===== src/rtl/assoc_dmem_pkg.sv =====
// Shared definitions for the associative data memory: request decode and
// byte-lane merge helper.
package assoc_dmem_pkg;

    typedef enum logic [2:0] {
        IDLE,
        RD,
        WR,
        RDWR,
        INV
    } req_kind_t;

    // Widest word the merge helper handles; callers zero-extend and truncate.
    localparam int unsigned MERGE_W     = 512;
    localparam int unsigned MERGE_BYTES = MERGE_W / 8;

    function automatic req_kind_t decode_req(
        input logic cs,
        input logic we,
        input logic oe,
        input logic inv
    );
        req_kind_t kind;
        kind = IDLE;
        if (cs) begin
            if (inv)
                kind = INV;
            else if (we && oe)
                kind = RDWR;
            else if (we)
                kind = WR;
            else if (oe)
                kind = RD;
        end
        return kind;
    endfunction

    function automatic logic [MERGE_W-1:0] byte_merge(
        input logic [MERGE_W-1:0]     old_word,
        input logic [MERGE_W-1:0]     new_word,
        input logic [MERGE_BYTES-1:0] be
    );
        logic [MERGE_W-1:0] merged;
        merged = old_word;
        for (int unsigned i = 0; i < MERGE_BYTES; i++) begin
            if (be[i])
                merged[8*i +: 8] = new_word[8*i +: 8];
        end
        return merged;
    endfunction

endpackage


===== src/rtl/assoc_dmem_ffs.sv =====
// Find-first-set: lowest asserted index of req plus an any-set flag.
module assoc_dmem_ffs #(
    parameter int unsigned N = 8
) (
    input  logic [N-1:0]         req,
    output logic [$clog2(N)-1:0] idx,
    output logic                 any_set
);

    localparam int unsigned IDX_W = $clog2(N);

    always_comb begin
        idx     = '0;
        any_set = 1'b0;
        for (int unsigned i = 0; i < N; i++) begin
            if (req[i] && !any_set) begin
                idx     = IDX_W'(i);
                any_set = 1'b1;
            end
        end
    end

endmodule


===== src/rtl/assoc_dmem.sv =====
// Sparse associative data memory: allocate-on-write, byte-writable, registered
// read port with invalidate, occupancy count and miss/full reporting.
module assoc_dmem
    import assoc_dmem_pkg::*;
#(
    parameter int unsigned       DEPTH    = 64,
    parameter int unsigned       ADDR_W   = 32,
    parameter int unsigned       DATA_W   = 32,
    parameter logic [DATA_W-1:0] MISS_VAL = '0
) (
    input  logic                       clk,
    input  logic                       rst,
    input  logic                       cs,
    input  logic                       we,
    input  logic                       oe,
    input  logic                       inv,
    input  logic [ADDR_W-1:0]          addr,
    input  logic [DATA_W/8-1:0]        be,
    input  logic [DATA_W-1:0]          din,
    output logic [DATA_W-1:0]          dout,
    output logic                       rvalid,
    output logic                       hit,
    output logic                       wr_done,
    output logic                       wr_err,
    output logic                       inv_done,
    output logic [$clog2(DEPTH+1)-1:0] count,
    output logic                       full
);

    localparam int unsigned IDX_W = $clog2(DEPTH);
    localparam int unsigned CNT_W = $clog2(DEPTH + 1);

    logic [DEPTH-1:0]  valid;
    logic [ADDR_W-1:0] tags [DEPTH];
    logic [DATA_W-1:0] mem  [DEPTH];

    logic [DEPTH-1:0]  hit_vec;
    logic [DEPTH-1:0]  free_vec;
    logic              lookup_hit;
    logic [DATA_W-1:0] hit_data;
    logic [DATA_W-1:0] wr_word;
    logic [IDX_W-1:0]  alloc_idx;
    logic              any_free;

    req_kind_t kind;
    logic      is_rd;
    logic      is_wr;
    logic      is_inv;
    logic      do_wr_hit;
    logic      do_alloc;
    logic      wr_fail;
    logic      inv_hit;

    // hit_vec is one-hot or zero, so OR-reducing gated words selects the hit entry.
    always_comb begin
        hit_vec  = '0;
        hit_data = '0;
        for (int unsigned i = 0; i < DEPTH; i++) begin
            hit_vec[i] = valid[i] && (tags[i] == addr);
            if (hit_vec[i])
                hit_data = hit_data | mem[i];
        end
    end

    assign lookup_hit = |hit_vec;
    assign free_vec   = ~valid;

    assoc_dmem_ffs #(
        .N(DEPTH)
    ) u_ffs (
        .req     (free_vec),
        .idx     (alloc_idx),
        .any_set (any_free)
    );

    // On a miss hit_data is zero, so one merge covers both update and allocate.
    always_comb begin
        kind      = decode_req(cs, we, oe, inv);
        is_rd     = (kind == RD) || (kind == RDWR);
        is_wr     = (kind == WR) || (kind == RDWR);
        is_inv    = (kind == INV);
        do_wr_hit = is_wr && lookup_hit;
        do_alloc  = is_wr && !lookup_hit && any_free;
        wr_fail   = is_wr && !lookup_hit && !any_free;
        inv_hit   = is_inv && lookup_hit;
        wr_word   = DATA_W'(byte_merge(MERGE_W'(hit_data), MERGE_W'(din), MERGE_BYTES'(be)));
    end

    always_ff @(posedge clk) begin
        if (rst) begin
            valid    <= '0;
            dout     <= '0;
            rvalid   <= 1'b0;
            hit      <= 1'b0;
            wr_done  <= 1'b0;
            wr_err   <= 1'b0;
            inv_done <= 1'b0;
            count    <= '0;
        end else begin
            for (int unsigned i = 0; i < DEPTH; i++) begin
                if (inv_hit && hit_vec[i])
                    valid[i] <= 1'b0;
                if (do_alloc && (alloc_idx == IDX_W'(i)))
                    valid[i] <= 1'b1;
            end
            if (do_alloc && (count != CNT_W'(DEPTH)))
                count <= count + 1'b1;
            else if (inv_hit && (count != '0))
                count <= count - 1'b1;
            rvalid   <= is_rd;
            hit      <= lookup_hit && (is_rd || is_wr || is_inv);
            wr_done  <= do_wr_hit || do_alloc;
            wr_err   <= wr_fail;
            inv_done <= is_inv;
            if (is_rd)
                dout <= lookup_hit ? hit_data : MISS_VAL;
        end
    end

    always_ff @(posedge clk) begin
        if (!rst) begin
            for (int unsigned i = 0; i < DEPTH; i++) begin
                if ((do_wr_hit && hit_vec[i]) || (do_alloc && (alloc_idx == IDX_W'(i)))) begin
                    tags[i] <= addr;
                    mem[i]  <= wr_word;
                end
            end
        end
    end

    assign full = (count == CNT_W'(DEPTH));

endmodule

===== config.mk =====
export PLATFORM = sky130hd
export DESIGN_NAME = assoc_dmem
export DESIGN_NICKNAME = d
export VERILOG_FILES = /design/src/rtl/assoc_dmem_pkg.sv /design/src/rtl/assoc_dmem_ffs.sv /design/src/rtl/assoc_dmem.sv
export SDC_FILE = /design/constraint.sdc
export NUM_CORES = 2
export LEC_CHECK = 0
export CORE_MARGIN = 3
export CORE_UTILIZATION = 35
export CTS_BUF_LIST = sky130_fd_sc_hd__clkbuf_16
export CTS_CLUSTER_DIAMETER = 80
export DETAILED_ROUTE_END_ITERATION = 16
export PLACE_DENSITY = 0.48
export SYNTH_ARGS = -nofsm -noshare
export SYNTH_HDL_FRONTEND = slang
export SYNTH_SLANG_ARGS = --single-unit

===== constraint.sdc =====
create_clock -name clk -period 11.4 [get_ports clk]
set_input_delay 2.28 -clock clk [delete_from_list [all_inputs] [get_ports clk]]
set_output_delay 2.28 -clock clk [all_outputs]
set_load 0.01 [all_outputs]

==> reports/results.tsv <==
metric	value	unit
CP Class	input pin to flop	
largest net degree at the start of global routing	65	
area of the mapped netlist	164900	um2
met3 GRT Util	0.05112	
AO/OA Area Share	0.06158	
Final min period	9.297	ns
final net count	10120	
critical path capture point type	flop	
hold wc startpoint	dout[13]$_SDFFE_PP0P_	
crit-path leading delay family	simple AND/OR/NAND/NOR gates	
PortBufs	118	
cell taking the most area after synthesis	edfxtp_1	
# Max-Cap Violations	0	
Pre-Repair DR Iteration Count	10	
Avg Cell Area, Syn	17.42	um2
RSZ-0062 raised after global routing	false	
Final setup viols	0	
Tool Warnings	27	
simple share	0.04898	
distinct lib cells	67	
Root Driver	clkbuf_16	
Horiz. Die Dim	692.3	um
Syn Nets	9544	
HPWL Detailed	357700	um
met2 wire len	292100	um
Max power group	sequential cells	
Resized Gates After CTS	0	
sequential share of power	0.523	
Yosys Instances	9464	
# DRC	0	
reg2reg start	valid[5]$_SDFFE_PP0P_	
largest stage delay on the critical path	1.05	ns
share of the synthesized area in the top cell type	0.7460	
Post-synth EDFFs	4096	
Final Cycle Share	0.8156	
pwr dens	169.7	nW/um2
hold path depth	2	
Slew headroom	0.04104	
Clk Latency, worst-skew pair	1.09	ns
DRT Wirelength	647900	um
uppermost layer routed	met5	
M1 WL	266700	um
share of cells above drive strength 1	0.1278	
Sw Ratio	0.2202	
clock power share	0.443	
clk sink count	4204	
WL/cell	38.93	um
die area	479300	um2
tightest hold margin	0.4949	ns
critical path required time	12.04	ns
Area contributors post-synth	edfxtp_1, xor2_1, a221oi_1	
R2R Path End	tags[0][41]$_DFFE_PP_	
FF-to-FF setup slack	4.17	ns
busiest grt layer	met2	
die height	692.3	um
IO Pins	119	
post-synthesis cell count	9464	
CTS Buf Count	448	
status	finished, final reports clean	
dominant register cell	edfxtp_1	
fillers	41740	
Clock Power	14.4	mW
vias in the first global route	92910	
Adder Area Share	0.0005009	
M2 GR Usage	0.4087	
CP Cell Sequence	clkbuf_8 -> buf_12 -> buf_4 -> xor2_1 -> nor3_1 -> nand3_1 -> nor3_2 -> buf_4 -> nor4_1 -> nand4_1 -> nor4_4 -> nand4_4 -> nor2_1 -> nand3_2 -> buf_4 -> o21ai_4 -> buf_12	
Initial DRC Count	15340	
Worst Hold End	dout[13]$_SDFFE_PP0P_	
Async SR Flop Fraction	0	
clk slew on worst S/H paths	0.06	ns
sw power	7.142	mW
CTS tree	built	
Critical Path Stages	17	
leakage	59.91	nW
Yosys warning count	0	
# Post-CTS Setup Buffers	0	
Seq. pwr	17.0	mW
Hold Vio Cnt, Final	0	
most frequent CP cell	buf_4	
routability congestion estimate	0.8917	
YS chip area	164900	um2
worst path bufs/invs	6	
Arr. time, crit path	9.94	ns
Top cell excl fill/tap	edfxtp_1	
biggest combinational cell group after synthesis	XOR/XNOR gates	
deepest clock path buffer count	4	
WL met3	61970	um
Area Overhead vs Synth	15.90	%
Core ar.	468300	um2
total grt overflow	0	
Comb. pwr	1.11	mW
worst setup path start	addr[31]	
combinational share of power	0.034	
min-delay worst type	flop to flop	
vias per cell	5.898	
met1 usage in global routing	0.3668	
row count	251	
Slew @ Worst Pin	1.434	ns
Slowest-stage cell, CP	nor4_1	
[synth_stat cells, types with 8 or more instances]
cell type and n:
nor2_1 97, a221oi_1 510, nand3_1 160, o21ai_0 35, nand2b_1 9, nor4_1 473
nor2b_1 23, mux2_2 32, nor3_1 161, buf_4 158, nand2_1 184, dfxtp_1 108
clkbuf_1 227, nor3_2 8, buf_1 9, a21oi_1 40, inv_1 39, or4_1 44
xnor2_1 79, nand3b_1 25, buf_6 68, edfxtp_1 4096, xor2_1 1974, o21ai_1 68
a211o_1 8, a22oi_1 8, a22o_1 508, nand4_1 210
[cell type report]
cell class | instances | share of cell area
multi-input combinational | 4752 | 0.1977
tap | 6198 | 0.04058
timing repair buffer | 597 | 0.03075
sequential | 4204 | 0.6550
clock inverter | 378 | 0.01589
antenna | 23 | 0.0003012
clock buffer | 451 | 0.05906
inverter | 39 | 0.0007661
[registers in the layout, indices dropped and copies added (netlist names)]
| name | count |
|---|---|
| mem | 2048 |
| tags | 2048 |
| valid | 64 |
| dout | 32 |
| count | 7 |
| hit | 1 |
| inv_done | 1 |
| rvalid | 1 |
| wr_done | 1 |
| wr_err | 1 |
[through the flow]
step             util  total power [mW]  area (um2)  setup slack [ns]  instances
6_report       0.4081             32.43      191100             2.103      16640
5_1_grt        0.4080             33.27      191100             2.202      16630
4_1_cts        0.4080             32.63      191000             2.471      16620
3_5_place_dp   0.3774             18.40      176700             1.417      15790
3_3_place_gp   0.3774             18.39      176700             1.362      15790
2_1_floorplan       -             17.85      164900             1.262       9464
[worst reg2reg max path: stages (launching register included)]
cell,delay (ns)
dfxtp_1,0.54
nand3_1,0.35
nor3_2,0.08
buf_4,0.31
nor4_1,1.12
nand4_1,0.44
nor4_4,0.57
nand4_4,0.44
nor2_1,0.40
nand3_2,0.60
buf_4,0.48
o21ai_4,1.00
buf_12,0.37
### Sequential cells grouped by signal name

Other sequential cells in the stronger grey, the rest of the logic in the fainter grey.
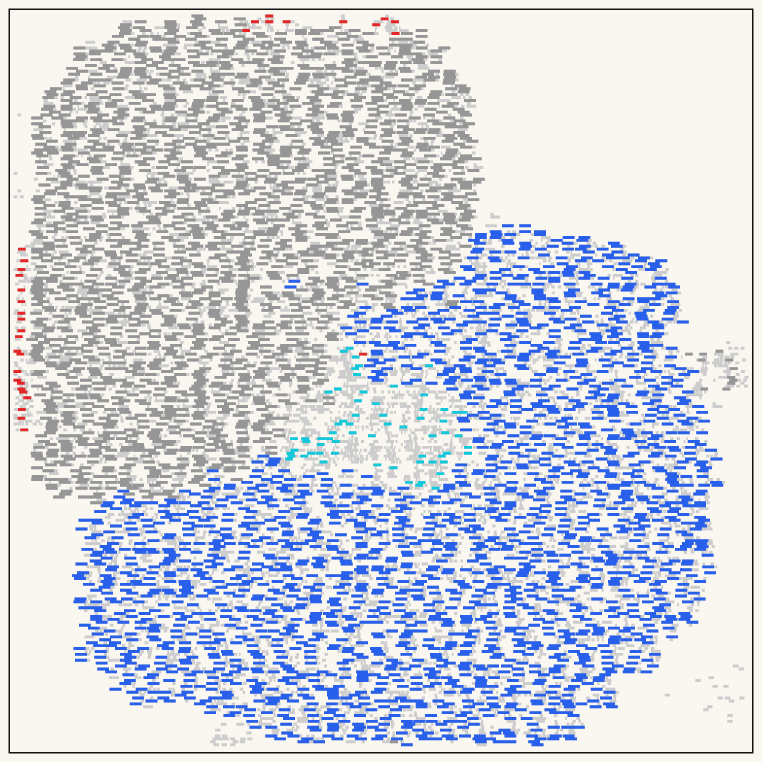
blue -> tags  # placed flops 2048
red -> dout  # placed flops 32
cyan -> valid  # placed flops 64, where centre

### The metal 2 layer

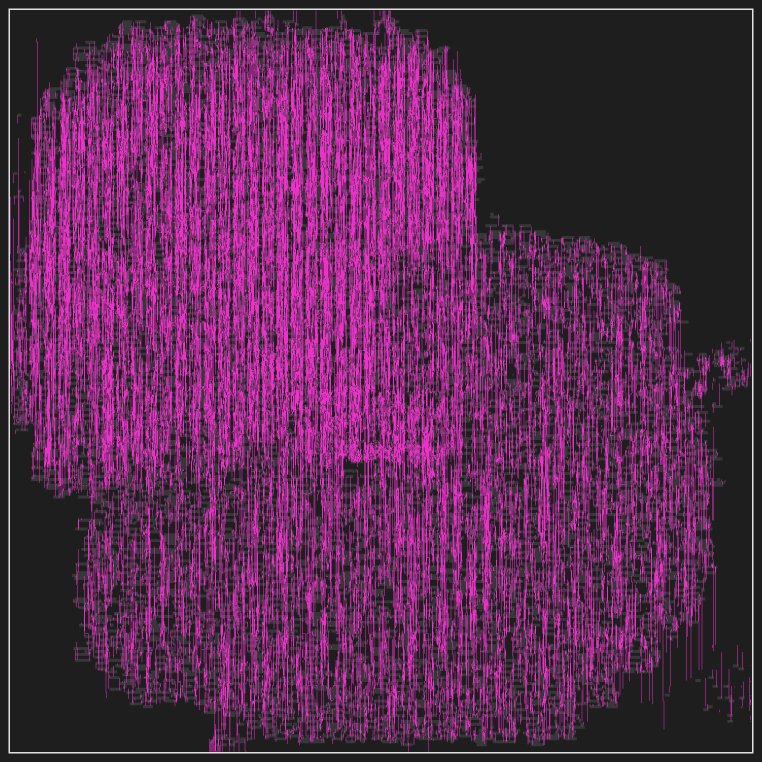
longest straight run = 296 um
wire length on this layer = 292 mm

### Local utilization

35 x 35 tiles, from white (low) to dark blue (high), 0 to 100% covered.
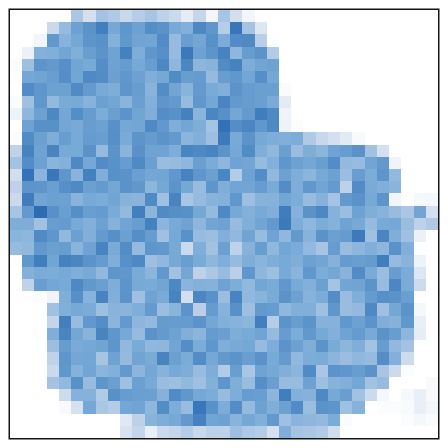
nearly empty tiles = 21%
mean over tiles = 38%
tiles over 75% full = 0.10%
emptiest ninth of the die = upper right

Power and IR drop assume default switching activity.
